===== src/rtl/spk_sched.sv =====
// rtl/spk_sched.sv - two-port packet scheduler feeding the axon sliding-window engine
//
// Purpose: arbitrates between a router-side port (ext) and a local loopback
// port (loc), each buffered by its own FIFO of 2^DEPTH_LOG {type,data} entries,
// and issues one packet at a time to the axon engine. DATA bursts lock the
// grant until DATA_END; every completed grant is followed by a one-cycle HOLD
// so the axon busy flag reflects the last issue before the next decision.
//
// Ports:
//   clk, rst                          clock, synchronous active-high reset
//   ext_vld/ext_rdy/ext_data/ext_type router-side push port
//   loc_vld/loc_rdy/loc_data/loc_type loopback push port
//   axon_busy                         axon engine busy (combinational from axon)
//   spk_in_axon_vld/_data/_type       registered one-cycle issue to axon
//   sched_idle                        FIFOs empty, no lock, nothing pending
//   spk_cnt, stall_cnt                statistics, only with SPK_SCHED_STAT_EN
//
// Optional feature macro: SPK_SCHED_STAT_EN

module spk_sched_fifo #(
  parameter int W  = 27,
  parameter int DL = 2
) (
  input  logic         clk,
  input  logic         rst,
  input  logic         push,
  input  logic [W-1:0] wdata,
  input  logic         pop,
  output logic [W-1:0] rdata,
  output logic         empty,
  output logic         full
);
  localparam int DEPTH = 1 << DL;

  logic [W-1:0]  mem [DEPTH];
  logic [DL-1:0] wptr;
  logic [DL-1:0] rptr;
  logic [DL:0]   count;

  // Storage needs no reset: pointers and count define what is valid.
  always_ff @(posedge clk) begin
    if (push) begin
      mem[wptr] <= wdata;
    end
  end

  always_ff @(posedge clk) begin
    if (rst) begin
      wptr  <= '0;
      rptr  <= '0;
      count <= '0;
    end else begin
      if (push) wptr <= wptr + DL'(1);
      if (pop)  rptr <= rptr + DL'(1);
      case ({push, pop})
        2'b10:   count <= count + (DL+1)'(1);
        2'b01:   count <= count - (DL+1)'(1);
        default: count <= count;
      endcase
    end
  end

  assign rdata = mem[rptr];
  assign empty = (count == '0);
  assign full  = (count == (DL+1)'(DEPTH));
endmodule

module spk_sched #(
  parameter int SW        = 24,
  parameter int FTW       = 3,
  parameter int DEPTH_LOG = 2
) (
  input  logic           clk,
  input  logic           rst,
  input  logic           ext_vld,
  output logic           ext_rdy,
  input  logic [SW-1:0]  ext_data,
  input  logic [FTW-1:0] ext_type,
  input  logic           loc_vld,
  output logic           loc_rdy,
  input  logic [SW-1:0]  loc_data,
  input  logic [FTW-1:0] loc_type,
  input  logic           axon_busy,
  output logic           spk_in_axon_vld,
  output logic [SW-1:0]  spk_in_axon_data,
  output logic [FTW-1:0] spk_in_axon_type,
  output logic           sched_idle
`ifdef SPK_SCHED_STAT_EN
  ,
  output logic [15:0]    spk_cnt,
  output logic [15:0]    stall_cnt
`endif
);
  localparam int PW = SW + FTW;
  localparam logic [FTW-1:0] T_SPIKE    = FTW'(0);
  localparam logic [FTW-1:0] T_DATA     = FTW'(1);
  localparam logic [FTW-1:0] T_DATA_END = FTW'(2);

  typedef enum logic [1:0] {ARB, LOCK, HOLD} state_t;

  state_t state, state_nxt;
  logic   lock_loc, lock_nxt;   // port owning the current burst (1 = loc)
  logic   last_loc, last_nxt;   // port of the last completed grant (1 = loc)

  logic          ext_full, ext_empty, loc_full, loc_empty;
  logic          ext_push, loc_push, ext_pop, loc_pop;
  logic [PW-1:0] ext_head, loc_head, head;
  logic [FTW-1:0] head_type;
  logic          issue, sel_loc;

  // Ready is forced high during reset so upstream sees a clean, open port.
  assign ext_rdy  = rst | ~ext_full;
  assign loc_rdy  = rst | ~loc_full;
  assign ext_push = ext_vld & ext_rdy;
  assign loc_push = loc_vld & loc_rdy;

  spk_sched_fifo #(.W(PW), .DL(DEPTH_LOG)) u_ext_fifo (
    .clk   (clk),
    .rst   (rst),
    .push  (ext_push),
    .wdata ({ext_type, ext_data}),
    .pop   (ext_pop),
    .rdata (ext_head),
    .empty (ext_empty),
    .full  (ext_full)
  );

  spk_sched_fifo #(.W(PW), .DL(DEPTH_LOG)) u_loc_fifo (
    .clk   (clk),
    .rst   (rst),
    .push  (loc_push),
    .wdata ({loc_type, loc_data}),
    .pop   (loc_pop),
    .rdata (loc_head),
    .empty (loc_empty),
    .full  (loc_full)
  );

  assign head      = sel_loc ? loc_head : ext_head;
  assign head_type = head[PW-1:SW];
  assign ext_pop   = issue & ~sel_loc;
  assign loc_pop   = issue & sel_loc;

  always_comb begin
    state_nxt = state;
    lock_nxt  = lock_loc;
    last_nxt  = last_loc;
    issue     = 1'b0;
    sel_loc   = 1'b0;
    case (state)
      ARB: begin
        if (!axon_busy && (!ext_empty || !loc_empty)) begin
          issue = 1'b1;
          // With both heads present, go opposite to the last completed grant.
          sel_loc = !loc_empty && (ext_empty || !last_loc);
          if (head_type == T_DATA) begin
            state_nxt = LOCK;
            lock_nxt  = sel_loc;
          end else begin
            state_nxt = HOLD;
            last_nxt  = sel_loc;
          end
        end
      end
      LOCK: begin
        // Axon busy is ignored inside a burst; an empty FIFO just stalls.
        sel_loc = lock_loc;
        issue   = lock_loc ? !loc_empty : !ext_empty;
        if (issue && head_type == T_DATA_END) begin
          state_nxt = HOLD;
          last_nxt  = lock_loc;
        end
      end
      HOLD: begin
        state_nxt = ARB;
      end
      default: begin
        state_nxt = ARB;
      end
    endcase
  end

  always_ff @(posedge clk) begin
    if (rst) begin
      state            <= ARB;
      lock_loc         <= 1'b0;
      last_loc         <= 1'b1;  // ext wins the first tie after reset
      spk_in_axon_vld  <= 1'b0;
      spk_in_axon_data <= '0;
      spk_in_axon_type <= '0;
    end else begin
      state           <= state_nxt;
      lock_loc        <= lock_nxt;
      last_loc        <= last_nxt;
      spk_in_axon_vld <= issue;
      if (issue) begin
        spk_in_axon_data <= head[SW-1:0];
        spk_in_axon_type <= head_type;
      end
    end
  end

  assign sched_idle = rst | (ext_empty & loc_empty & (state == ARB) & ~spk_in_axon_vld);

`ifdef SPK_SCHED_STAT_EN
  always_ff @(posedge clk) begin
    if (rst) begin
      spk_cnt   <= '0;
      stall_cnt <= '0;
    end else begin
      if (issue && head_type == T_SPIKE && spk_cnt != 16'hFFFF) begin
        spk_cnt <= spk_cnt + 16'd1;
      end
      if (state == ARB && (!ext_empty || !loc_empty) && axon_busy && stall_cnt != 16'hFFFF) begin
        stall_cnt <= stall_cnt + 16'd1;
      end
    end
  end
`endif
endmodule


===== config.mk =====
export PLATFORM = sky130hd
export DESIGN_NAME = spk_sched
export DESIGN_NICKNAME = d
export VERILOG_FILES = /design/src/rtl/spk_sched.sv
export SDC_FILE = /design/constraint.sdc
export NUM_CORES = 1
export LEC_CHECK = 0
export CORE_MARGIN = 10
export CORE_UTILIZATION = 60
export CTS_CLUSTER_DIAMETER = 40
export DETAILED_ROUTE_END_ITERATION = 7
export PLACE_DENSITY_LB_ADDON = 0.25
export RECOVER_POWER = 50
export SETUP_SLACK_MARGIN = 0.2
export SYNTH_ARGS = -nofsm -noshare
export SYNTH_HDL_FRONTEND = slang
export SYNTH_HIERARCHICAL = 1
export SYNTH_SLANG_ARGS = --single-unit

===== constraint.sdc =====
create_clock -name clk -period 9.7 [get_ports clk]
set_clock_uncertainty 0.15 [all_clocks]
set_input_delay 1.455 -clock clk [delete_from_list [all_inputs] [get_ports clk]]
set_output_delay 1.455 -clock clk [all_outputs]
set_load 0.005 [all_outputs]

==> Slide: Implementation Results <==
Key Metrics from the Run

Drt
  – Post-Route WL: 20,390 µm
  – Top Layer Used: met4
  – Metal2 WL: 10,300 µm
  – DRT iter0 DRCs: between 300 and 400

Placement
  – RD Place Congestion: 0.8345
  – Post-place instance area: approximately 0.012 mm²
  – Worst slack, placed: ~4.6 ns

Synthesis
  – Yosys reg bits: ~270
  – Seq share, synth: 0.7096
  – Yosys top cell by area: edfxtp_1
  – Cells in synth_stat.txt: 554
  – Synth unique cells: 39

Min path
  – Min-Delay Path Class: flop to flop
  – Hold-critical path depth: 2

Power
  – Pwr Total: ~3300 µW
  – P_clk: roughly 1100 µW
  – Comb group: about 750 µW
  – Comb power frac: 0.226

STA
  – RSZ-0062 raised after global routing: false
  – Final setup vio count: 0
  – Worst-Margin Slew: around 3 ns
  – Max-slew violations: between 40 and 50

Setup path
  – Critical path class: input pin to primary output
  – WP buf/inv: 4
  – Critical path endpoint category: primary output
  – Critical Path RT: 8.10 ns
  – Worst r2r dst: u_ext_fifo/count[2]$_SDFFE_PP0P_
  – Startpoint types: input pin
  – Setup slack, reg-to-reg: approximately 6 ns

CTS
  – Htree depth: 1

Final layout
  – Top Layout Cells: edfxtp_1 (216), dlygate4sd3_1 (82), dfxtp_1 (49)
  – Area Overhead vs Synth: 19.45%
  – Share of layout cells above drive strength 1: 0.1997

Run status
  – Status: complete, but fails checks
  – Violated checks: capacitance limit, slew limit

Run
  – Max-cap violations: 1
  – Tool warnings: 32

Floorplanning
  – Core Region: between 0.015 and 0.02 mm²

Global routing
  – First-pass GRT wire length: 32,280 µm
==> cell type report <==
cell class	instances	area (µm²)	share of cell area
clock buffer	46	912.1	0.07237
clock inverter	10	110.1	0.008736
inverter	13	48.80	0.003872
multi-input combinational	248	2775	0.2202
sequential	266	7488	0.5942
tap	225	281.5	0.02234
timing repair buffer	103	987.2	0.07833
==> registers in the layout, summed over array words and instances (netlist names), named ones only <==
register          cells
last_loc              1
lock_loc              1
spk_in_axon_data     24
spk_in_axon_type      3
spk_in_axon_vld       1
state                 2
u_ext_fifo/count      3
u_ext_fifo/mem      108
u_ext_fifo/rptr       2
u_ext_fifo/wptr       2
u_loc_fifo/count      3
u_loc_fifo/mem      108
u_loc_fifo/rptr       2
u_loc_fifo/wptr       2
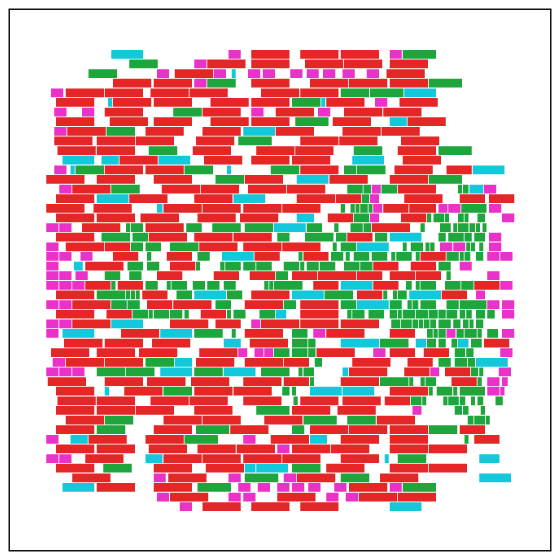
Fig. 1. Placed cells, one color a class.
[remaining buffers and delay cells] magenta | cells: 103 | share of their area: 8.0%
[clock drivers and dummy loads] cyan | cells: 56 | share of their area: 8.3%
[combinational and other logic] green | cells: 261 | share of their area: 23%
[sequential cells] red | cells: 266 | share of their area: 61%

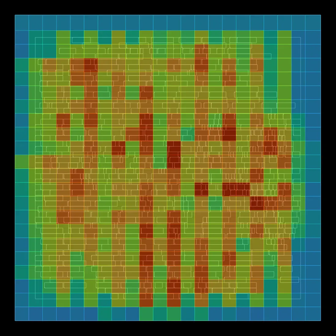
Fig. 2. Routing congestion map.
average wire per standard cell: 22.39 µm
gr usage total: 0.1732
GR Util met2: 0.2989
met3 usage in global routing: 0.03387
met1 usage: 0.2172

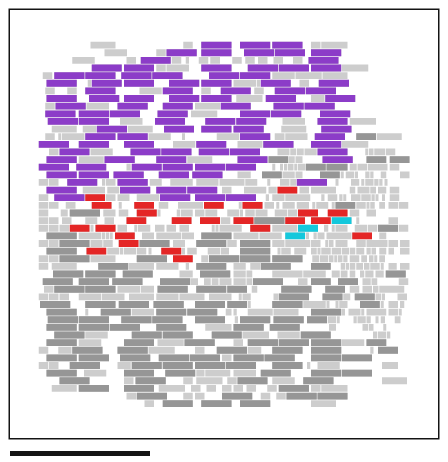
Fig. 3. Sequential cells colored by netlist name.
Scale bar: 50 µm. Other sequential cells in the stronger gray, the rest of the logic in the fainter gray.
[spk_in_axon_data] red | placed flops: 24
[u_loc_fifo/mem] purple | placed flops: 108
[spk_in_axon_type] cyan | placed flops: 3
not colored: 131

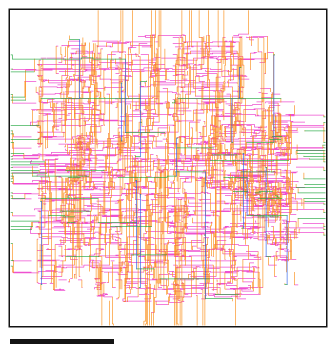
Fig. 4. Signal wires by layer.
Scale bar: 50 µm.
[metal 2] orange | wire length: 10,300 µm
[metal 1] magenta | wire length: 8,570 µm
[metal 3] green | wire length: 977 µm
[metal 4] blue | wire length: 544 µm

Power is estimated from default activity; no workload was simulated.
